$ cat config.mk
export PLATFORM = sky130hd
export DESIGN_NAME = pulse_burst_scheduler_flat
export DESIGN_NICKNAME = d
export VERILOG_FILES = /design/src/rtl/pulse_burst_scheduler_pkg.sv /design/src/rtl/pulse_burst_scheduler_if.sv /design/src/rtl/pulse_burst_scheduler_tick_gen.sv /design/src/rtl/pulse_burst_scheduler.sv /design/src/flat_wrapper.sv
export SDC_FILE = /design/constraint.sdc
export NUM_CORES = 1
export LEC_CHECK = 0
export ABC_CLOCK_PERIOD_IN_PS = 2500
export CORE_MARGIN = 4
export CORE_UTILIZATION = 54
export DETAILED_ROUTE_END_ITERATION = 6
export GPL_TIMING_DRIVEN = 0
export PLACE_DENSITY = 0.79
export REMOVE_ABC_BUFFERS = 1
export SYNTH_ARGS = -nofsm -noshare
export SYNTH_HDL_FRONTEND = slang
export SYNTH_SLANG_ARGS = --single-unit
$ cat constraint.sdc
create_clock -name clk -period 2.5 [get_ports clk]
set_input_delay 0.75 -clock clk [delete_from_list [all_inputs] [get_ports clk]]
set_output_delay 0.75 -clock clk [all_outputs]
set_load 0.05 [all_outputs]
$ cat src/rtl/pulse_burst_scheduler_pkg.sv
// Shared types and default sizing for the pulse burst scheduler and its
// period tick generator.
package pulse_sched_pkg;

    localparam int DEF_CNT_W   = 8;
    localparam int DEF_BURST_W = 8;
    localparam int DEF_MIN_PER = 2;

    typedef enum logic [1:0] {
        IDLE = 2'd0,
        RUN  = 2'd1,
        DONE = 2'd2
    } state_t;

endpackage

$ cat src/rtl/pulse_burst_scheduler_if.sv
// Config, command and status bundle between control logic (master) and the
// pulse burst scheduler (slave).
interface pulse_burst_scheduler_if
    import pulse_sched_pkg::*;
#(
    parameter int CNT_W   = DEF_CNT_W,
    parameter int BURST_W = DEF_BURST_W
);
    logic [CNT_W-1:0]   cfg_period;
    logic [BURST_W-1:0] cfg_burst;
    logic               cmd_start;
    logic               cmd_stop;
    logic               start_ack;
    logic               busy;
    logic               pulse_out;
    logic [BURST_W-1:0] pulse_idx;
    logic               done;
    logic               aborted;

    modport master (
        output cfg_period, cfg_burst, cmd_start, cmd_stop,
        input  start_ack, busy, pulse_out, pulse_idx, done, aborted
    );

    modport slave (
        input  cfg_period, cfg_burst, cmd_start, cmd_stop,
        output start_ack, busy, pulse_out, pulse_idx, done, aborted
    );

endinterface

$ cat src/rtl/pulse_burst_scheduler_tick_gen.sv
// Loadable modulo-period counter: tick is high for the one enabled cycle in
// which the counter sits at period-1, and the counter wraps on that edge.
module period_tick_gen
    import pulse_sched_pkg::*;
#(
    parameter int CNT_W   = DEF_CNT_W,
    parameter int MIN_PER = DEF_MIN_PER
) (
    input  logic             clk,
    input  logic             rst_n,
    input  logic             load,
    input  logic [CNT_W-1:0] period,
    input  logic             en,
    input  logic             clr,
    output logic             tick
);

    localparam logic [CNT_W-1:0] MIN_PER_C = CNT_W'(MIN_PER);

    logic [CNT_W-1:0] per_q;
    logic [CNT_W-1:0] count_q;
    logic [CNT_W-1:0] per_clamped;

    // Periods below the minimum would make the tick continuous or undefined.
    assign per_clamped = (period < MIN_PER_C) ? MIN_PER_C : period;
    assign tick        = en && (count_q == (per_q - CNT_W'(1)));

    always_ff @(posedge clk or negedge rst_n) begin
        if (!rst_n) begin
            per_q   <= MIN_PER_C;
            count_q <= '0;
        end else if (load) begin
            per_q   <= per_clamped;
            count_q <= '0;
        end else if (clr) begin
            count_q <= '0;
        end else if (en) begin
            count_q <= tick ? '0 : (count_q + CNT_W'(1));
        end
    end

endmodule

$ cat src/rtl/pulse_burst_scheduler.sv
// Burst scheduler: accepts a start command, issues a burst of periodic
// single-cycle pulses, then reports completion or abort.
module pulse_burst_scheduler
    import pulse_sched_pkg::*;
#(
    parameter int CNT_W   = DEF_CNT_W,
    parameter int BURST_W = DEF_BURST_W,
    parameter int MIN_PER = DEF_MIN_PER
) (
    input logic                    clk,
    input logic                    rst_n,
    pulse_burst_scheduler_if.slave bus
);

    state_t state;
    state_t state_nxt;

    logic               accept;
    logic               tick;
    logic               tick_en;
    logic               tick_clr;
    logic               last_pulse;
    logic [BURST_W-1:0] burst_q;
    logic [BURST_W-1:0] idx_q;
    logic [BURST_W-1:0] idx_inc;
    logic               abort_q;
    logic               start_ack_q;
    logic               busy_q;
    logic               pulse_q;
    logic               done_q;
    logic               aborted_q;

    // Stop suppresses the tick outright, so a pulse due on the stop edge never fires.
    assign tick_en    = (state == RUN) && !bus.cmd_stop;
    assign tick_clr   = (state == RUN) &&  bus.cmd_stop;
    assign idx_inc    = idx_q + BURST_W'(1);
    assign last_pulse = tick && (burst_q != '0) && (idx_inc == burst_q);

    period_tick_gen #(
        .CNT_W   (CNT_W),
        .MIN_PER (MIN_PER)
    ) u_tick (
        .clk    (clk),
        .rst_n  (rst_n),
        .load   (accept),
        .period (bus.cfg_period),
        .en     (tick_en),
        .clr    (tick_clr),
        .tick   (tick)
    );

    always_ff @(posedge clk or negedge rst_n) begin
        if (!rst_n) state <= IDLE;
        else        state <= state_nxt;
    end

    always_comb begin
        state_nxt = state;
        accept    = 1'b0;
        case (state)
            IDLE: begin
                if (bus.cmd_start) begin
                    accept    = 1'b1;
                    state_nxt = RUN;
                end
            end
            RUN: begin
                if (bus.cmd_stop || last_pulse) state_nxt = DONE;
            end
            DONE:    state_nxt = IDLE;
            default: state_nxt = IDLE;
        endcase
    end

    // Status outputs are registered; done trails the DONE state by one cycle.
    always_ff @(posedge clk or negedge rst_n) begin
        if (!rst_n) begin
            burst_q     <= '0;
            idx_q       <= '0;
            abort_q     <= 1'b0;
            start_ack_q <= 1'b0;
            busy_q      <= 1'b0;
            pulse_q     <= 1'b0;
            done_q      <= 1'b0;
            aborted_q   <= 1'b0;
        end else begin
            start_ack_q <= accept;
            pulse_q     <= tick;
            done_q      <= (state == DONE);
            aborted_q   <= (state == DONE) && abort_q;
            busy_q      <= (state_nxt != IDLE) || (state == DONE);
            if (accept) begin
                burst_q <= bus.cfg_burst;
                idx_q   <= '0;
                abort_q <= 1'b0;
            end else if (tick) begin
                idx_q <= idx_inc;
            end
            if (tick_clr) abort_q <= 1'b1;
        end
    end

    assign bus.start_ack = start_ack_q;
    assign bus.busy      = busy_q;
    assign bus.pulse_out = pulse_q;
    assign bus.pulse_idx = idx_q;
    assign bus.done      = done_q;
    assign bus.aborted   = aborted_q;

endmodule

$ cat src/flat_wrapper.sv
// flat-port wrapper written by rule: the top's interface ports become plain ports
module pulse_burst_scheduler_flat import pulse_sched_pkg::*;
#(
    parameter int CNT_W   = DEF_CNT_W,
    parameter int BURST_W = DEF_BURST_W,
    parameter int MIN_PER = DEF_MIN_PER
)
  (clk, rst_n, bus_cfg_period, bus_cfg_burst, bus_cmd_start, bus_cmd_stop, bus_start_ack, bus_busy, bus_pulse_out, bus_pulse_idx, bus_done, bus_aborted);
  pulse_burst_scheduler_if #(.CNT_W(CNT_W), .BURST_W(BURST_W)) bus_i ();
  input logic clk;
  input logic rst_n;
  input wire logic [$bits(bus_i.cfg_period)-1:0] bus_cfg_period;
  input wire logic [$bits(bus_i.cfg_burst)-1:0] bus_cfg_burst;
  input wire logic [$bits(bus_i.cmd_start)-1:0] bus_cmd_start;
  input wire logic [$bits(bus_i.cmd_stop)-1:0] bus_cmd_stop;
  output wire logic [$bits(bus_i.start_ack)-1:0] bus_start_ack;
  output wire logic [$bits(bus_i.busy)-1:0] bus_busy;
  output wire logic [$bits(bus_i.pulse_out)-1:0] bus_pulse_out;
  output wire logic [$bits(bus_i.pulse_idx)-1:0] bus_pulse_idx;
  output wire logic [$bits(bus_i.done)-1:0] bus_done;
  output wire logic [$bits(bus_i.aborted)-1:0] bus_aborted;
  assign bus_i.cfg_period = bus_cfg_period;
  assign bus_i.cfg_burst = bus_cfg_burst;
  assign bus_i.cmd_start = bus_cmd_start;
  assign bus_i.cmd_stop = bus_cmd_stop;
  assign bus_start_ack = bus_i.start_ack;
  assign bus_busy = bus_i.busy;
  assign bus_pulse_out = bus_i.pulse_out;
  assign bus_pulse_idx = bus_i.pulse_idx;
  assign bus_done = bus_i.done;
  assign bus_aborted = bus_i.aborted;
  pulse_burst_scheduler #(.CNT_W(CNT_W), .BURST_W(BURST_W), .MIN_PER(MIN_PER)) u_core (.clk(clk), .rst_n(rst_n), .bus(bus_i));
endmodule
==> images/pins.png <==
(6 px per um) Pins as bars across the die edge, other pins in gray.
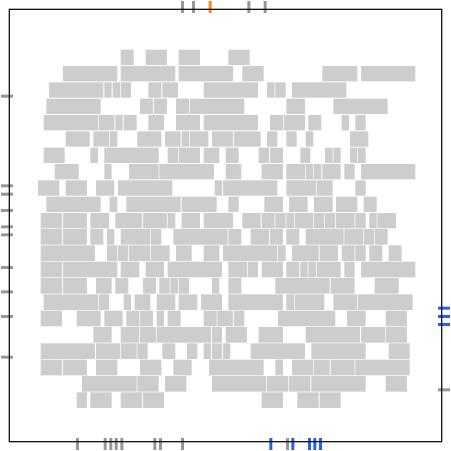
orange -> `bus_aborted`  # pins 1, direction output, edge top
blue -> `bus_cfg_period`  # pins 8, direction input, edge 5 bottom, 3 right
all pins by edge = 14 bottom, 10 left, 5 top, 4 right

==> images/zoom.png <==
Window x 23 to 48, y 9 to 34 um. Cells in gray, sequential cells in the stronger gray; small squares are vias.
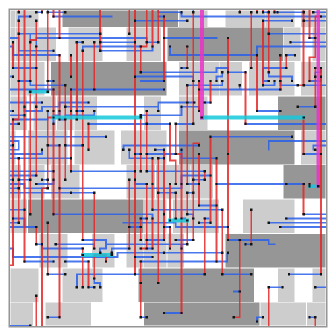
magenta -> met4
cyan -> met3
blue -> met1
red -> met2
most frequent = dfrtp_1 (7), nor3_1 (4), clkdlybuf4s50_1 (4)
sequential cells in the window = 7
netlist names of flops here include = `u_core.bus.pulse_idx` (5)
cells with their middle in the window = 46

==> summary.txt <==
Flow results.

- The multiplexer fraction of the synthesized cell area is roughly 8.6%.
- The logs give a warning total of 25.
- Summed over all nets, wire length on met3 after detailed routing comes to 171 um.
- sky130_fd_sc_hd__dfrtp_1 is the most common cell in the netlist.
- In the final report, the number of pins over their slew limit comes to 0.
- For reference, the clock transition at the flip-flops on the worst setup and hold paths is 0.07 ns.
- In this run the critical register-to-register path is captured at u_core.bus.pulse_idx[7]$_DFFE_PN0P_.
- The post-cts hold buffer count is 0.
- The number of logic inverters in the finished layout is 7.
- The worst-case max-slew headroom was logged as 41.26%.
- Per STA, the worst path accumulates the most delay in the family buffers and inverters.
- Dividing total power by cell area gives a power density of 766.8 nW/um^2.
- around 160 cells are multi-input combinational gates.
- The share of synthesized cell area in full adder, half adder and majority cells is 1.706%.
- Walking the worst path, the cells encountered are clkdlybuf4s50_1.
- The number of synthesis warnings is 0.
- The most common logic cells in the final layout are 39 x sky130_fd_sc_hd__dfrtp_1, 30 x sky130_fd_sc_hd__clkdlybuf4s50_1, 15 x sky130_fd_sc_hd__mux2_2.
- The highest clock rate this design can be run at is around 0.41 GHz.
- The arrival time of the worst setup path is between 1.5 and 2 ns.
- The post-synth design cell area is between 2000 and 2500 um^2.
- The violation tally from detailed-route iteration zero is 103.
- The dominant register cell in the synthesized netlist is sky130_fd_sc_hd__dfrtp_1.
- According to the finish report, the design has a final net count of around 270.
- The proportion of synthesized chip area in sequential cells is between 40% and 50%.
- Summed over all sequential cells, the power is between 0.0009 and 0.001 W.
- Sorting the synthesized cells by how often they occur yields 39 x sky130_fd_sc_hd__dfrtp_1, 15 x sky130_fd_sc_hd__mux2_2, 14 x sky130_fd_sc_hd__nand2_1.
- The buffer share of cell area is 12.72%.
- The start point of the worst min-delay path is u_core.abort_q$_DFFE_PN0P_.
- The fraction of power consumed by sequential logic is between 40% and 50%.
- For this configuration, the core starts out at a cell density of between 50 and 60%.
- The fraction of final layout cells sized beyond drive strength 1 is between 10% and 20%.
- Entering global routing, the biggest net connects 41 pins.
- The worst setup path is launched from a flip-flop.
- The final non-filler cell total is between 200 and 300.
- The worst register-to-register path has a setup slack of ~0.13 ns.
- The area share of the leading cell type in the synthesized netlist is 44.37%.
- In this run the worst setup path begins at u_core.bus.pulse_idx[4]$_DFFE_PN0P_.
- The total of endpoints with negative setup slack in the final report is 0.
- The synthesis-to-finish area growth is 20.31%.
- The internal power summed over all cells is about 0.0013 W.
- Across the VDD grid, the largest voltage drop is about 0.43 mV.
- The buffer count from post-CTS setup fixing is 1.
- After detailed routing, the wire length on met1 is between 1.5 and 2 mm.
- The total power consumption of the routed design is slightly above 0.002 W.
- Summing all flip-flop and latch instances after layout gives ~1000 um^2.
- For met1 alone, demand over resource in global routing was 22.91%.
- The sequential share of cell area is approximately 38%.
- The post-synthesis cell count is 214.
- The total detailed-routing wirelength is between 4 and 5 mm.
- Counting flops with an async set or reset pin after synthesis yields a share of 100.0%.
- Per the Yosys statistics, synthesis produced around 210 cells.
- The timing report shows that the slowest cell on the worst path is sky130_fd_sc_hd__clkdlybuf4s50_1.
- The number of clock sinks came to ~40.
- The data required time of the critical path is between 1.5 and 2 ns.
- The flop count is ~40.
- The shortest period the worst path allows is approximately 2.4 ns.
- The per-cell routed wire length is about 15 um.
- The area of the die is 5158 um^2.
- Per the GRT log, the top usage layer is met2.
- The power report puts the leakage power at approximately 1.1 nW.
- The weighted congestion at the end of routability-driven global placement is a little under 0.8.
- Per the layout report, the design carries between 300 and 400 filler cells.
- The first-pass iteration count of the detailed router is 4.
- The post-synthesis xor/xnor area fraction is 7.964%.
- The switching part of the total power is between 30% and 40%.
- The fraction of final cell area spent on clock buffers and inverters in this run is ~3.2%.
- The run finished with clean final reports.
- The number of flops mapped to enable cells by yosys is 0.
- The post-placement cell area is approximately 2500 um^2.
- The number of inserted diodes is 0.
- The startpoint of the worst-slack reg-to-reg timing path is u_core.u_tick.per_q[1]$_DFFE_PN1P_.
- The main combinational cell family by area after synthesis is simple AND/OR/NAND/NOR gates.
- TritonCTS built the clock tree.
- The clock buffer count in the final layout is 7.
- The number of cells on the critical path is 1.
- The total instance count after detailed placement is roughly 290.
- The tree is rooted in a sky130_fd_sc_hd__clkbuf_8.
- The dominant logic cell type in the layout is sky130_fd_sc_hd__dfrtp_1.
- As reported, the later end of the worst-skew pair has a clock insertion delay of roughly 0.28 ns.
- The layout report gives the multi-input gate share of total cell area as between 40% and 50%.
- Post-CTS repair ended up resizing 3 cells.
- The number of hold violations in the final report is 0.
- The number of routed nets with antenna violations is 0.
- The area recorded from the Yosys report for this design is 2200 um^2.
- The main area contributors are sky130_fd_sc_hd__dfrtp_1 44%, sky130_fd_sc_hd__mux2_2 7.7%, sky130_fd_sc_hd__xnor2_1 4.4%.
- Setup repair after global routing left no endpoint under its margin.
- Logic depth along the worst register-to-register path is recorded as 9.
- The cell type with the highest aggregate area in the netlist is sky130_fd_sc_hd__dfrtp_1.
- The clock tree synthesis step divided the H-tree into 2 levels.
- The setup TNS after final layout is 0 ns.
- The average via count per standard cell is around 5.9.
- The largest incremental delay on the critical path is just under 0.9 ns.
- The first global-routing pass estimated between 7 and 8 mm of wire.
- Per report_power, the combinational group accounts for between 30% and 40% of the total.
- The capturing element type of the critical path is an output port.
- In this run the horizontal extent of the chip is ~72 um.
- After detailed routing, no signal wire sits above met4.
- The combinational group power is roughly 0.00064 W.
- The part of the cycle the worst path needs is a little over nine tenths.
- In this run the core area contains 22 standard-cell rows.
- The number of unique standard cell types used by synthesis is roughly 50.
- After detailed routing, the met2 layer carries roughly 2.3 mm of wire.
- The DRC violation count after routing is 0.
- The type of the setup path with the least slack is reg2out.
- The area of the multi-input gates is 1124 um^2.
- For reference, the post-synthesis area per instance comes to between 10 and 15 um^2.
- Recorded from the global router log, the overflow total was 0.
- Note, the detailed placer reported a final HPWL of about 3.2 mm.
- Max-cap violations in this run came to 0.
- Clock skew on the completed layout was measured at around 0.0037 ns.
- The tightest min-delay check is of the reg2reg type.
- The worst setup path endpoint is bus_pulse_idx[4].
- The capture endpoint of the worst hold path is u_core.bus.aborted$_DFF_PN0_.
- In this run, power in the clock network comes to approximately 0.00041 W.
- In this run the count of I/O pins placed on the die edge is 33.
- The tapcell count is 48.
- The actual transition at the worst max-transition pin is approximately 0.9 ns.
- The global-route track usage on met2 is approximately a third.
- The synthesis-stage register bit count is around 40.
- The number of buffer cells added on primary ports is 32.
==> images/final_congestion.png <==
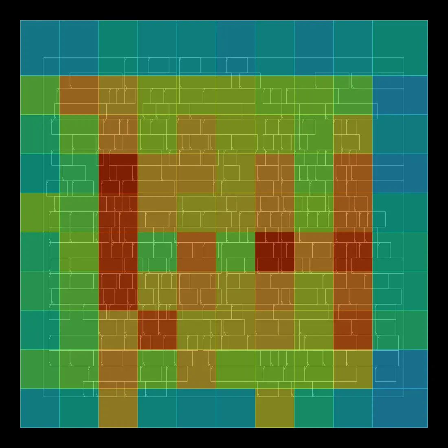
met3 usage in global routing: 3.787%
all-layer global routing usage: 18.63%
final design utilization: 69.66%

==> images/gate_families.png <==
(4 px per um)
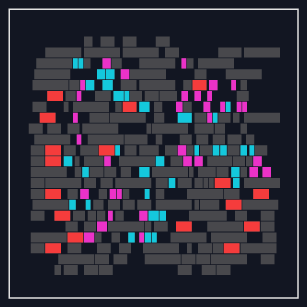
magenta -> NAND gates  # cells 33
red -> multiplexers  # cells 17
cyan -> NOR gates  # cells 33

No activity file was given, so power comes from the tool's default toggle rates.
